run_1/wires.png
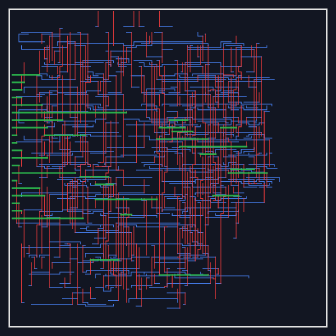
run_1/clocks.png
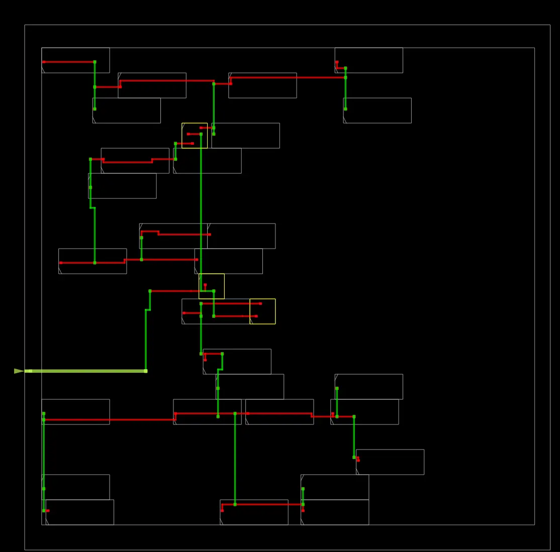
run_1/logic_types.png
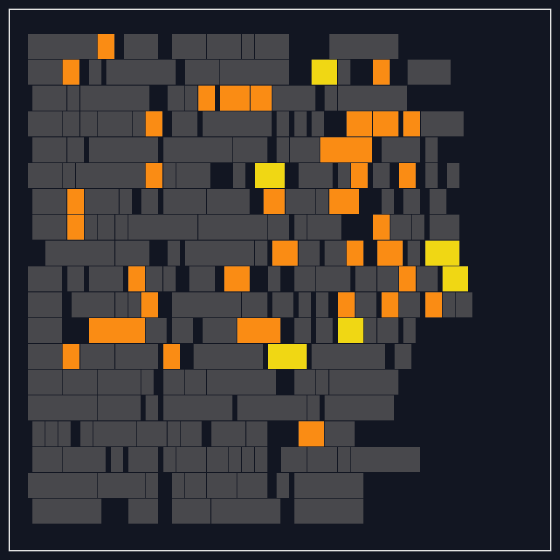
[src/rtl/mandelbrot_coord_feeder_if.sv]
// rtl/mandelbrot_coord_feeder_if.sv - valid/ready stream bundle for descriptors and pixel jobs
interface mandelbrot_coord_feeder_if #(
    parameter int W = 8
);
    logic [W-1:0] data;
    logic         valid;
    logic         ready;

    modport master (output data, output valid, input ready);
    modport slave  (input data, input valid, output ready);
endinterface

[src/rtl/mandelbrot_coord_feeder.sv]
// rtl/mandelbrot_coord_feeder.sv - expands a line descriptor into per-pixel jobs with completion credit tracking
module mandelbrot_coord_feeder #(
    parameter int PIX_BYTES       = 4,
    parameter int MAX_OUTSTANDING = 16
) (
    input  logic                            clk,
    input  logic                            reset,
    mandelbrot_coord_feeder_if.slave        in_vector_snk,
    mandelbrot_coord_feeder_if.master       out_coord_src,
    input  logic                            pix_done,
    output logic                            busy,
    output logic                            done_underflow
);

    typedef enum logic [1:0] {
        IDLE  = 2'd0,
        EMIT  = 2'd1,
        DRAIN = 2'd2
    } state_e;

    localparam logic [7:0]  MAX_OUT   = 8'(MAX_OUTSTANDING);
    localparam logic [31:0] ADDR_STEP = 32'(PIX_BYTES);

    state_e      state_q, state_d;
    logic [31:0] addr_q, addr_d;
    logic [15:0] iters_q, iters_d;
    logic [31:0] cr_q, cr_d;
    logic [31:0] ci_q, ci_d;
    logic [31:0] step_q, step_d;
    logic [8:0]  remaining_q, remaining_d;
    logic [7:0]  outstanding_q, outstanding_d;
    logic        underflow_q, underflow_d;

    logic snk_ready;
    logic src_valid;
    logic accept;
    logic out_fire;
    logic last_pix;

    assign accept   = in_vector_snk.valid && snk_ready;
    assign out_fire = src_valid && out_coord_src.ready;
    assign last_pix = (remaining_q == 9'd1);

    // State register
    always_ff @(posedge clk) begin
        if (reset) begin
            state_q <= IDLE;
        end else begin
            state_q <= state_d;
        end
    end

    // Next-state logic; DRAIN exits on the same cycle the final completion is counted
    always_comb begin
        state_d = state_q;
        case (state_q)
            IDLE: begin
                if (accept) begin
                    state_d = EMIT;
                end
            end
            EMIT: begin
                if (out_fire && last_pix) begin
                    state_d = DRAIN;
                end
            end
            DRAIN: begin
                if (outstanding_d == 8'd0) begin
                    state_d = IDLE;
                end
            end
            default: state_d = IDLE;
        endcase
    end

    // Outputs depend on state (and credit for valid), never on the upstream valid
    always_comb begin
        snk_ready = 1'b0;
        src_valid = 1'b0;
        busy      = 1'b1;
        case (state_q)
            IDLE: begin
                snk_ready = 1'b1;
                busy      = 1'b0;
            end
            EMIT: begin
                src_valid = (outstanding_q < MAX_OUT);
            end
            DRAIN: begin
                src_valid = 1'b0;
            end
            default: begin
                busy = 1'b0;
            end
        endcase
    end

    assign in_vector_snk.ready = snk_ready;
    assign out_coord_src.valid = src_valid;
    assign out_coord_src.data  = {addr_q, iters_q, cr_q, ci_q};
    assign done_underflow      = underflow_q;

    // Credit counter: a completion arriving alongside an issue cancels out
    always_comb begin
        outstanding_d = outstanding_q;
        underflow_d   = underflow_q;
        case ({out_fire, pix_done})
            2'b10: outstanding_d = outstanding_q + 8'd1;
            2'b01: begin
                if (outstanding_q == 8'd0) begin
                    underflow_d = 1'b1;
                end else begin
                    outstanding_d = outstanding_q - 8'd1;
                end
            end
            default: outstanding_d = outstanding_q;
        endcase
    end

    // Job datapath: coordinates and address accumulate per handshake
    always_comb begin
        addr_d      = addr_q;
        iters_d     = iters_q;
        cr_d        = cr_q;
        ci_d        = ci_q;
        step_d      = step_q;
        remaining_d = remaining_q;
        if (accept) begin
            addr_d      = in_vector_snk.data[151:120];
            remaining_d = (in_vector_snk.data[119:112] == 8'd0) ? 9'd256
                                                                : {1'b0, in_vector_snk.data[119:112]};
            step_d      = in_vector_snk.data[111:80];
            iters_d     = in_vector_snk.data[79:64];
            cr_d        = in_vector_snk.data[63:32];
            ci_d        = in_vector_snk.data[31:0];
        end else if (out_fire) begin
            addr_d      = addr_q + ADDR_STEP;
            cr_d        = cr_q + step_q;
            remaining_d = remaining_q - 9'd1;
        end
    end

    always_ff @(posedge clk) begin
        if (reset) begin
            addr_q        <= '0;
            iters_q       <= '0;
            cr_q          <= '0;
            ci_q          <= '0;
            step_q        <= '0;
            remaining_q   <= '0;
            outstanding_q <= '0;
            underflow_q   <= 1'b0;
        end else begin
            addr_q        <= addr_d;
            iters_q       <= iters_d;
            cr_q          <= cr_d;
            ci_q          <= ci_d;
            step_q        <= step_d;
            remaining_q   <= remaining_d;
            outstanding_q <= outstanding_d;
            underflow_q   <= underflow_d;
        end
    end

endmodule
[src/flat_wrapper.sv]
// flat-port wrapper written by rule: the top's interface ports become plain ports
module mandelbrot_coord_feeder_flat 
#(
    parameter int PIX_BYTES       = 4,
    parameter int MAX_OUTSTANDING = 16
)
  (clk, reset, pix_done, busy, done_underflow, in_vector_snk_data, in_vector_snk_valid, in_vector_snk_ready, out_coord_src_data, out_coord_src_valid, out_coord_src_ready);
  mandelbrot_coord_feeder_if in_vector_snk_i ();
  mandelbrot_coord_feeder_if out_coord_src_i ();
  input  logic clk;
  input  logic reset;
  input  logic pix_done;
  output logic busy;
  output logic done_underflow;
  input wire logic [$bits(in_vector_snk_i.data)-1:0] in_vector_snk_data;
  input wire logic [$bits(in_vector_snk_i.valid)-1:0] in_vector_snk_valid;
  output wire logic [$bits(in_vector_snk_i.ready)-1:0] in_vector_snk_ready;
  output wire logic [$bits(out_coord_src_i.data)-1:0] out_coord_src_data;
  output wire logic [$bits(out_coord_src_i.valid)-1:0] out_coord_src_valid;
  input wire logic [$bits(out_coord_src_i.ready)-1:0] out_coord_src_ready;
  assign in_vector_snk_i.data = in_vector_snk_data;
  assign in_vector_snk_i.valid = in_vector_snk_valid;
  assign in_vector_snk_ready = in_vector_snk_i.ready;
  assign out_coord_src_data = out_coord_src_i.data;
  assign out_coord_src_valid = out_coord_src_i.valid;
  assign out_coord_src_i.ready = out_coord_src_ready;
  mandelbrot_coord_feeder #(.PIX_BYTES(PIX_BYTES), .MAX_OUTSTANDING(MAX_OUTSTANDING)) u_core (.clk(clk), .reset(reset), .in_vector_snk(in_vector_snk_i), .out_coord_src(out_coord_src_i), .pix_done(pix_done), .busy(busy), .done_underflow(done_underflow));
endmodule
[config.mk]
export PLATFORM = sky130hd
export DESIGN_NAME = mandelbrot_coord_feeder_flat
export DESIGN_NICKNAME = d
export VERILOG_FILES = /design/src/rtl/mandelbrot_coord_feeder_if.sv /design/src/rtl/mandelbrot_coord_feeder.sv /design/src/flat_wrapper.sv
export SDC_FILE = /design/constraint.sdc
export NUM_CORES = 1
export LEC_CHECK = 0
export CORE_MARGIN = 1.5
export CORE_UTILIZATION = 58
export DETAILED_ROUTE_END_ITERATION = 8
export PLACE_DENSITY = 0.93
export SETUP_SLACK_MARGIN = 0.02
export SLEW_MARGIN = 10
export SYNTH_ARGS = -nofsm -noshare
export SYNTH_HDL_FRONTEND = slang
export SYNTH_SLANG_ARGS = --single-unit
[constraint.sdc]
create_clock -name clk -period 5.5 [get_ports clk]
set_clock_uncertainty 0.15 [all_clocks]
set_input_delay 1.1 -clock clk [delete_from_list [all_inputs] [get_ports clk]]
set_output_delay 1.1 -clock clk [all_outputs]
set_load 0.02 [all_outputs]
==> results.yml, run 1 <==
# synthesis and place-and-route metrics
worst_setup_path:
  r2r_setup_slack_ps: 1750
  crit_fanout: 18
  critical_path.startpoint_type: "input pin"
  reg2reg_from: "u_core.outstanding_q[4]$_SDFF_PP0_"
placed_design:
  placement.cell_area_mm2: 0.00190
  portBuffers: 24
yosys:
  xor_and_xnor_fraction_of_the_mapped_netlist_area_pct: 4.68
  yosysTopAreaCell: "sky130_fd_sc_hd__dfxtp_1"
drt:
  drt_first_iter_violations: 70
  topRoutingLayerUsed: "met3"
layout:
  bufAreaShareNonClock_pct: 12.5
  final_cell_mix: "sky130_fd_sc_hd__dfxtp_1 (28), sky130_fd_sc_hd__clkdlybuf4s50_1 (24), sky130_fd_sc_hd__nor2_1 (22)"
  largest_reg_flops: 9
  drive_gt1_share_pct: 6.82
  seqCellArea_um2: 561
clock_tree:
  ctsResizeCount: 0
  htree_levels: 1
global_routing:
  grt_max_degree: 31
  grt-ovfl-total: 0
  grt_util_met2_pct: 40.1
pwr:
  sequentialPower_mw: 0.335
sta:
  rsz0062_at_grt: "no"
outcome:
  status: "finished, final reports clean"
die:
  fp.dieW_um: 56.9
min_path:
  hold_class: "flip-flop to flip-flop"
Notes on wires.png above:
Red marks metal 2, wire length 1,700 um. Blue marks metal 1, wire length 1,620 um. Green marks metal 3, wire length 196 um.

Notes on clocks.png above:
number of clock buffer instances in the layout: 3
Clk Latency, worst-skew pair: 310 ps
power drawn by the clock network: 0.0807 mW
clock buffer count from CTS: 3
flop count: 28

Notes on logic_types.png above:
Orange marks aoi and oai cells, cells 34. Yellow marks non-inverting ao/oa cells, cells 6.

==> run 2, diff against run 1 <==
--- a/config.mk
+++ b/config.mk
@@ -6,9 +6,9 @@
 export NUM_CORES = 1
 export LEC_CHECK = 0
 export CORE_MARGIN = 1.5
-export CORE_UTILIZATION = 58
+export CORE_UTILIZATION = 48
 export DETAILED_ROUTE_END_ITERATION = 8
-export PLACE_DENSITY = 0.93
+export PLACE_DENSITY = 0.83
 export SETUP_SLACK_MARGIN = 0.02
 export SLEW_MARGIN = 10
 export SYNTH_ARGS = -nofsm -noshare
==> constraint.sdc (replaced) <==
create_clock -name clk -period 3.3 [get_ports clk]
set_clock_uncertainty 0.15 [all_clocks]
set_input_delay 0.66 -clock clk [delete_from_list [all_inputs] [get_ports clk]]
set_output_delay 0.66 -clock clk [all_outputs]
set_load 0.02 [all_outputs]
run_2/io_fan.png
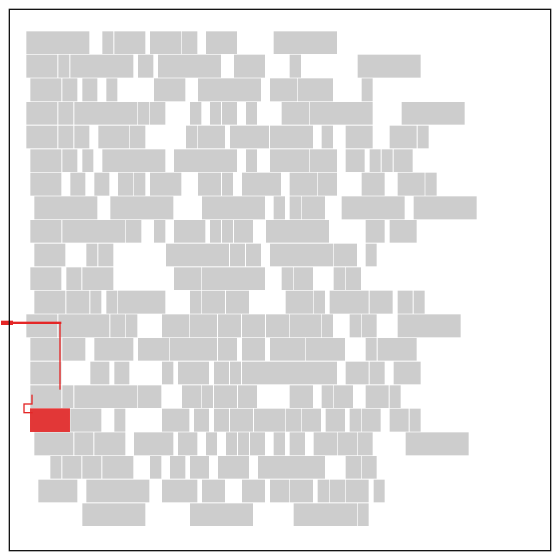
Red marks busy, bits 1, direction output, edge west, end cells 1, wire 16.8 um.

run_2/wires.png
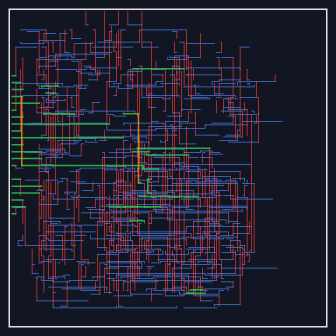
Blue marks metal 1, wire length 1,780 um. Red marks metal 2, wire length 1,720 um. Orange marks metal 4, wire length 27.2 um. Green marks metal 3, wire length 201 um.

run_2/clocks.png
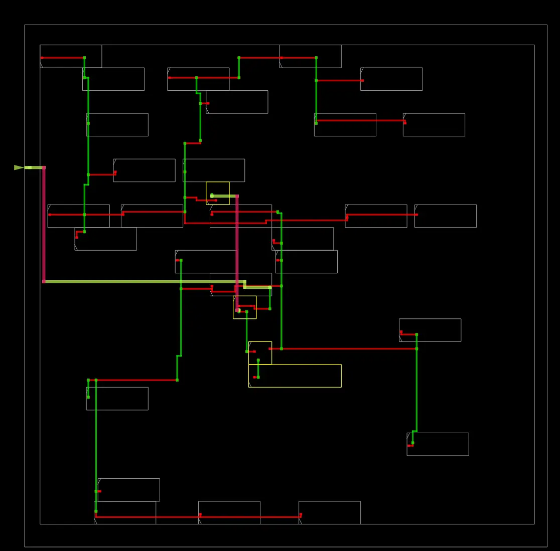
Clk Latency, worst-skew pair: 330 ps
total number of clock tree sinks: 28

==> run 2 against run 1 <==
  * Worst setup slack lost 1400 ps
  * Sequential cell count is the same
  * Clock-buffer cell count is the same
  * Sequential share of layout area shrank 1.8 points
  * Largest power group unchanged
==> results.yml, run 2 <==
# synthesis and place-and-route metrics
yosys:
  xor_and_xnor_fraction_of_the_mapped_netlist_area_pct: 4.68
  synth_chip_area_mm2: 0.00168
  yosys.area_share.simple_pct: 29.1
layout:
  seqCellArea_um2: 561
  drive_gt1_share_pct: 12.1
  final_cell_mix: "sky130_fd_sc_hd__dfxtp_1 (28), sky130_fd_sc_hd__clkdlybuf4s50_1 (24), sky130_fd_sc_hd__nor2_1 (22)"
  utilization_pct: 60.9
  largest_reg_flops: 9
  bufAreaShareNonClock_pct: 15.4
  clkbuf_count: 3
pwr:
  p_comb_share_pct: 57.2
  sequentialPower_mw: 0.547
  clockNetworkPower_mw: 0.232
  cell_internal_pwr_mw: 1.03
  power.leakage_nw: 0.786
sta:
  final.period_utilization_pct: 91.7
  rsz0062_at_grt: "no"
worst_setup_path:
  r2r_setup_slack_ps: 270
  crit_fanout: 6
  reg2reg_from: "u_core.state_q[1]$_SDFFE_PP0P_"
global_routing:
  grt_max_degree: 31
  grt_util_met2_pct: 35.3
  use_met1_pct: 27.0
  grt-ovfl-total: 0
clock_tree:
  cts_made_buffers: 3
  htree_levels: 1
  ctsResizeCount: 0
outcome:
  status: "finished, final reports clean"
placed_design:
  placement.cell_area_mm2: 0.00199
  portBuffers: 24
min_path:
  hold_class: "flip-flop to flip-flop"
die:
  fp.dieW_um: 62.2
drt:
  drt_first_iter_violations: 33
flow_run:
  number_of_max_cap_violations: 0
==> run 3, diff against run 2 <==
--- a/config.mk
+++ b/config.mk
@@ -5,8 +5,10 @@
 export SDC_FILE = /design/constraint.sdc
 export NUM_CORES = 1
 export LEC_CHECK = 0
+export CELL_PAD_IN_SITES_DETAIL_PLACEMENT = 1
+export CELL_PAD_IN_SITES_GLOBAL_PLACEMENT = 1
 export CORE_MARGIN = 1.5
-export CORE_UTILIZATION = 48
+export CORE_UTILIZATION = 36
 export DETAILED_ROUTE_END_ITERATION = 8
 export PLACE_DENSITY = 0.83
 export SETUP_SLACK_MARGIN = 0.02
run_3/io_fan.png
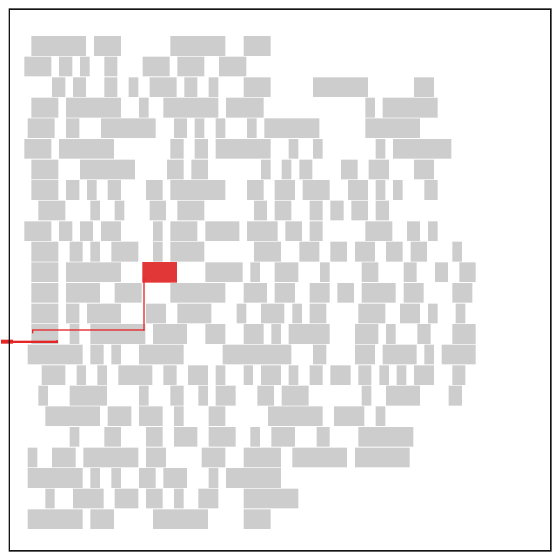
Red marks busy, bits 1, direction output, edge west, end cells 1, wire 27.8 um.

run_3/clocks.png
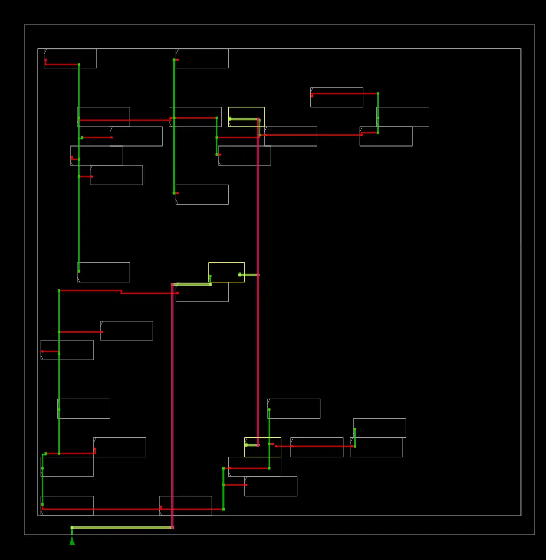
power drawn by the clock network: 0.186 mW
Clk Latency, worst-skew pair: 280 ps

run_3/clk_routes.png
Scale bar: 20 um.
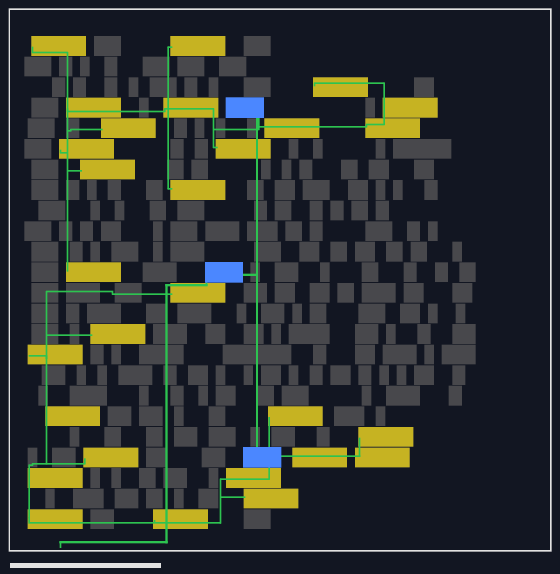
Blue marks clock drivers, count 3. Yellow marks flip-flops, count 28. Green marks clock wires, length 364 um.
Position of the flops: spread over the die. There are 4 routed clock nets.

==> run 3 against run 2 <==
  * Critical path depth fell by 1
  * Hold slack is essentially flat
  * Synthesized cell count unchanged
  * Design area up 2.0%
  * Critical path type unchanged
  * Clock power down about 20%
  * Largest cell class unchanged
==> results.yml, run 3 <==
# synthesis and place-and-route metrics
drt:
  topRoutingLayerUsed: "met4"
  drt_first_iter_violations: 68
global_routing:
  use_met1_pct: 21.7
  grt_util_met2_pct: 31.4
pwr:
  p_comb_share_pct: 59.5
layout:
  ff_count: 28
  final_cell_mix: "sky130_fd_sc_hd__dfxtp_1 (28), sky130_fd_sc_hd__clkdlybuf4s50_1 (24), sky130_fd_sc_hd__nor2_1 (22)"
  bufAreaShareNonClock_pct: 16.5
  clkbuf_count: 3
  seqCellArea_um2: 561
  largest_reg_flops: 9
  drive_gt1_share_pct: 13.7
clock_tree:
  cts_made_buffers: 3
  clock-sinks: 28
die:
  fp.dieW_um: 71.4
flow_run:
  number_of_max_cap_violations: 0
worst_setup_path:
  reg2reg_from: "u_core.outstanding_q[5]$_SDFF_PP0_"
  crit_fanout: 6
  r2r_setup_slack_ps: 320
outcome:
  status: "finished, final reports clean"
yosys:
  xor_and_xnor_fraction_of_the_mapped_netlist_area_pct: 4.68
  synth_chip_area_mm2: 0.00168
  yosysTopAreaCell: "sky130_fd_sc_hd__dfxtp_1"
Power is estimated from default activity; no workload was simulated.
